Design fpga_cfg_loader, sky130hd; sources not shown.
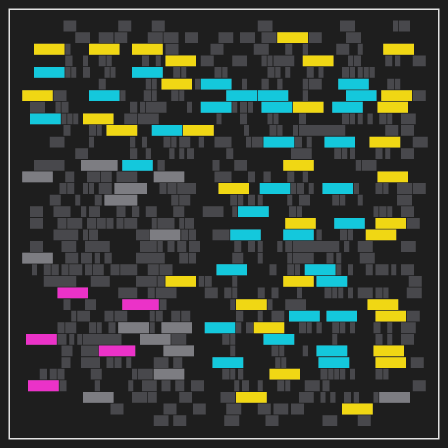
*Where the registers sit, run 1*
Other sequential cells in the stronger grey, the rest of the logic in the fainter grey.
[cfg_data] yellow | sequential cells: 33 | where: widely spread
[r_idx] magenta | sequential cells: 5 | where: south-west
[r_low] cyan | sequential cells: 32
not coloured: 14
Util after Layout: 0.498
fraction of area in registers: 0.374
storage element area: 1700 um^2

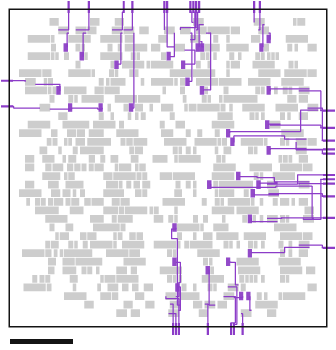
*Wires at chosen ports, followed through buffers, run 1*
Scale bar: 20 um.
[word_data] purple | bits: 32 | direction: input | edge: 12 north, 11 east, 7 south, 2 west | end cells: 33 | buffers: 32 | wire: 787 um
number of I/O pins: 79
I/O Buffers: 76

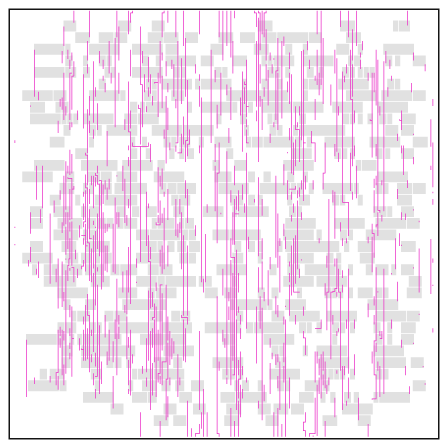
*Signal wires on met2, run 1*
Cells faint in the background.
main direction: vertical
wire length on this layer: 4000 um
longest straight run: 52.4 um
final WL: 8.40 mm
met2 GRT Util: 0.292
vias: 2981

==> run summary, run 1 <==
status: complete, no violations
dpl ws: -532 ps
Synth area leader: dfxtp_1
clock transition at the registers of the reported paths: 80 ps
largest net degree at the start of global routing: 15
initial antenna violation count: 0
logic gate share of total power: 0.059
drt pass-1 iters: 4
dominant power group: sequential cells
final worst path period share: 0.930
power in sequential cells: 2.10 mW
fraction of layout cells with a size suffix above 1: 0.136
Lkg Pwr: 1.76 nW
Floorplan Nets: 449
Critical Path Source Type: flop
Fin Setup TNS: 0 ps
share of total power in the clock network: 0.421
met2 wire length: 4.00 mm
max reg flops: 33
CTS buffer count: 9
switching share of total power: 0.222
area share of the largest cell type after synthesis: 0.504
Synth Register Bits: 84
asr flop ratio synth: 0
Post-synth EDFFs: 0
ANT nets after route: 0
final hold vios: 0
Cell Area, Placed: 4240 um^2
hold_buf cts: 0
CP peak stage delay: 380 ps
cell count in the Yosys report: 411
gpl congestion: 0.882
Late-Pin Clk Latency: 350 ps
critical setup path kind: reg -> reg
Metal-1 WL: 4.00 mm
Post-Layout Cell Count: 617
Crit Path Max Fanout: 5
DPL Wire Length: 5.88 mm
Layout area overhead: 35.8%
Final Cell Area: 4540 um^2
Fill cells: 960
flop2flop setup slack: 110 ps
chip area: 10100 um^2
Die Span Y: 100 um
die width: 100 um
RSZ-0062 raised after global routing: false
max_cap viols: 0
Worst EP arrival: 1770 ps
vias in the first global route: 2804
sequential share of power: 0.520
Critical Path End Type: flop
top_reg_cell synth: dfxtp_1
Clock Root Buffer: clkbuf_8
first-pass GRT wire length: 13.7 mm
GRT Residual Overflow: 0
Post-CTS Setup Bufs: 1
H-tree levels: 3
final hold slack: 443 ps
placed insts: 598
fmax: 672 MHz
Final WS setup: 112 ps
Max Slew Vio Count: 0
DR WL met3: 252 um
final setup vio count: 0
CTS tree: yes
GRT Overall Usage: 0.174
Clock group: 1.70 mW
Initial Util: 0.367
Seq share, synth: 0.504
YS warnings: 6
Logic power comb: 0.240 mW
DRC: 0
Worst EP required: 1880 ps
drt initial violations: 56
Wirelength per Cell: 13.6 um
antenna cell count: 0
Synth Instances: 411
clock buffer depth: 2
DR top layer: met4
R2R depth: 5
Min-Delay Path Depth: 3
core area: 9110 um^2
vias per cell: 4.83
Tmin final: 1490 ps
Chip Area, Yosys: 3340 um^2
crit path cell chain: ha_4 > and4bb_2 > mux2i_1 > or3_1 > a21oi_2
count leader, synth: nand2_1
Total Nets Final: 539
slowest cell on the critical path: dfxtp_4
Total Power: 4.04 mW
internal power: 3.14 mW
top cells, area: dfxtp_1 50%, nand2_1 16%, a21oi_1 11%, nand2b_1 1.9%, buf_2 1.8%
Peak VDD IR: 0.450 mV
Yosys cell types: 48
Layout Skew: 9.91 ps
# rows: 35
worst min path class: in -> reg
post_cts resized: 56
Post-Synthesis Cell Area: 3340 um^2
top cells by count: 143 x nand2_1, 84 x dfxtp_1, 76 x a21oi_1, 12 x buf_2, 11 x clkbuf_1
P per Cell Area: 891 nW/um^2
Psw: 0.897 mW
Tool Warnings: 27
synthesized area per cell: 8.13 um^2
clock tree sinks: 84
-- run 1: cells by family after synthesis --
| logic type | Yosys count | share of synthesized area |
|---|---|---|
| and+or+nand+nor | 187 | 0.251 |
| AOI/OAI and AO/OA | 95 | 0.157 |
| DFF | 84 | 0.504 |
| buffers and inverters | 33 | 0.0540 |
| muxes | 6 | 0.0180 |
| adders and majority gates | 3 | 0.0105 |
| xor gates and xnor gates | 2 | 0.00525 |
| other | 1 | 0.00112 |
-- run 1: cell usage in the layout, fill, tap and decap left out, drive strengths merged, types with 2 or more instances in the layout --
master / n
nand2: 144
dfxtp: 84
a21oi: 77
dlygate4sd2: 43
clkdlybuf4s50: 33
buf: 22
clkbuf: 22
nand2b: 10
nand3: 8
mux2i: 6
nor2: 5
o21ai: 4
inv: 4
nor3b: 3
nand3b: 3
or3: 3
a311oi: 2
nor3: 2
bufinv: 2
or2: 2
o211ai: 2
or3b: 2
ha: 2
clkinv: 2
-- run 1: critical path: cells and delay by family (launching register included) --
kind                     cells  cell delay [ps]
AND-OR/OR-AND                1              150
adder cells (fa/ha/maj)      1              160
flip-flops                   1              380
multiplexers                 1               90
AND/OR/NAND/NOR              2              640
-- run 1: layer usage --
| layer | up-vias | GRT usage |
|---|---|---|
| li1 | 1550 | - |
| met1 | 1360 | 0.225 |
| met2 | 58 | 0.292 |
| met3 | 13 | 0.0286 |
| met4 | 0 | 0.0685 |
| met5 | - | 0 |
-- run 1: cell type report --
class / instances / area [um^2] / share of cell area
Sequential cell: 84 / 1700 / 0.374
Multi-Input combinational cell: 294 / 1540 / 0.340
Timing Repair Buffer: 79 / 729 / 0.161
Buffer: 30 / 196 / 0.0433
Clock buffer: 11 / 141 / 0.0312
Tap cell: 111 / 139 / 0.0306
Clock inverter: 5 / 82.6 / 0.0182
Inverter: 3 / 11.3 / 0.00248
==> run 2, diff against run 1 <==
--- a/config.mk
+++ b/config.mk
@@ -10,6 +10,7 @@
 export CELL_PAD_IN_SITES_GLOBAL_PLACEMENT = 1
 export CORE_MARGIN = 2
 export CORE_UTILIZATION = 36
+export CTS_CLUSTER_DIAMETER = 100
 export DETAILED_ROUTE_END_ITERATION = 10
 export GPL_TIMING_DRIVEN = 0
 export PLACE_DENSITY_LB_ADDON = 0.05
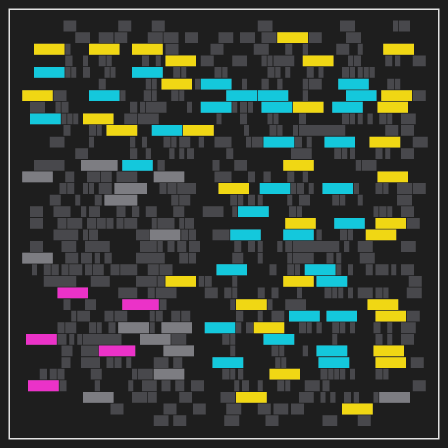
*Where the registers sit, run 2*
Other sequential cells in the stronger grey, the rest of the logic in the fainter grey.
power in sequential cells: 2.10 mW

==> run summary, run 2 <==
Final WS setup: 112 ps
drt pass-1 iters: 4
max_cap viols: 0
Levels on crit path: 5
YS warnings: 6
clock tree sinks: 84
Worst EP required: 1880 ps
final setup vio count: 0
Peak VDD IR: 0.450 mV
drt initial violations: 56
Top cells excl fill/tap: 143 x nand2_1, 79 x dfxtp_1, 75 x a21oi_1
crit path cell chain: ha_4 > and4bb_2 > mux2i_1 > or3_1 > a21oi_2
CTS buffer count: 9
Post-Synthesis Cell Area: 3340 um^2
Layout Skew: 9.91 ps
ANT nets after route: 0
die width: 100 um
GRT Overall Usage: 0.174
# rows: 35
H-tree levels: 3
fmax: 672 MHz
cell count in the Yosys report: 411
Util after Layout: 0.498
slowest cell on the critical path: dfxtp_4
area share of the largest cell type after synthesis: 0.504
Total Nets Final: 539
I/O Buffers: 76
Final Cell Area: 4540 um^2
final worst path period share: 0.930
Top Family by Delay on Critical Path: simple AND/OR/NAND/NOR gates
Initial Util: 0.367
Critical Path Source Type: flop
max reg flops: 33
hold_buf cts: 0
Seq share, synth: 0.504
vias: 2981
clock buffer depth: 2
GRT Residual Overflow: 0
Max Slew Vio Count: 0
Chip Area, Yosys: 3340 um^2
Min-Delay Path Depth: 3
Synth Instances: 411
Wirelength per Cell: 13.6 um
Layout area overhead: 35.8%
CP peak stage delay: 380 ps
RSZ-0062 raised after global routing: false
antenna cell count: 0
Late-Pin Clk Latency: 350 ps
flop2flop setup slack: 110 ps
Die Span Y: 100 um
critical setup path kind: reg -> reg
vias per cell: 4.83
status: complete, no violations
vias in the first global route: 2804
Critical Path End Type: flop
Synth area leader: dfxtp_1
dpl ws: -532 ps
Tmin final: 1490 ps
top cells, area: dfxtp_1 50%, nand2_1 16%, a21oi_1 11%, nand2b_1 1.9%, buf_2 1.8%
most frequent logic cell in the layout: nand2_1
final hold vios: 0
R2R depth: 5
Lkg Pwr: 1.76 nW
final WL: 8.40 mm
post_cts resized: 56
core area: 9110 um^2
Clock Root Buffer: clkbuf_8
clock transition at the registers of the reported paths: 80 ps
buffers plus inverters on the worst setup path: 0
first-pass GRT wire length: 13.7 mm
Worst EP arrival: 1770 ps
top_reg_cell synth: dfxtp_1
P per Cell Area: 891 nW/um^2
Crit Path Max Fanout: 5
synthesized area per cell: 8.13 um^2
Yosys cell types: 48
Post-synth EDFFs: 0
fraction of layout cells with a size suffix above 1: 0.136
chip area: 10100 um^2
Tool Warnings: 27
DPL Wire Length: 5.88 mm
Cell Area, Placed: 4240 um^2
DRC: 0
asr flop ratio synth: 0
gpl congestion: 0.882
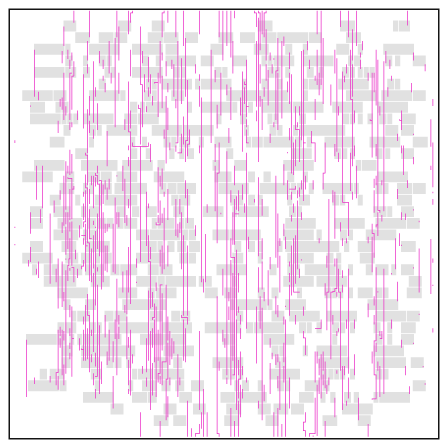
*Signal wires on met2, run 2*
Cells faint in the background.
wire length on this layer: 4000 um
nets with wire on the layer: 431
longest straight run: 52.4 um
share of all routed wire: 48%

-- run 2: cell families (layout without fill, tap and decap cells) --
group                    Yosys count  in the layout  synth area share
AND/OR/NAND/NOR                  187            187             0.251
XOR/XNOR                           2              2           0.00525
adder cells (fa/ha/maj)            3              3            0.0105
other                              1              1           0.00112
flip-flops                        84             84             0.504
multiplexers                       6              6            0.0180
buffers and inverters             33            128            0.0540
AND-OR/OR-AND                     95             95             0.157
-- run 2: cell type report --
class,instances,area (um^2)
Buffer,30,196
Clock buffer,11,141
Clock inverter,5,82.6
Fill cell,960,4570
Inverter,3,11.3
Multi-Input combinational cell,294,1540
Sequential cell,84,1700
Tap cell,111,139
Timing Repair Buffer,79,729
-- run 2: metrics by stage --
stage / setup TNS, ps / cells / hold slack [ps] / power [mW]
2_1_floorplan: 0 / 411 / 432 / 2.25
3_3_place_gp: -30890 / 598 / 438 / 2.38
3_5_place_dp: -31590 / 598 / 444 / 2.38
4_1_cts: 0 / 615 / 417 / 4.08
5_1_grt: 0 / 617 / 461 / 4.18
6_report: 0 / 617 / 443 / 4.04
-- run 2: tightest hold or removal path: cells and delay by family --
family,cells,cell delay (ps)
AOI/OAI and AO/OA,1,170
buffers and inverters,1,190
and+or+nand+nor,1,50
-- run 2: where the power goes --
group / switching (mW) / leakage (nW) / internal [mW]
sequential: 0.00840 / 0.680 / 2.09
clock: 0.772 / 0.114 / 0.929
combinational: 0.117 / 0.971 / 0.123
-- run 2: layer usage --
layer  vias up  track usage  wire length [um]  part of all wire
met3        13       0.0286               252             0.030
met2        58        0.292              4000              0.48
li1       1550            -                 -                 -
met5         -            0                 0                 0
met1      1360        0.225              4000              0.48
met4         0       0.0685               145             0.017
Power figures rest on the tool's default switching activity, not on a simulated workload.
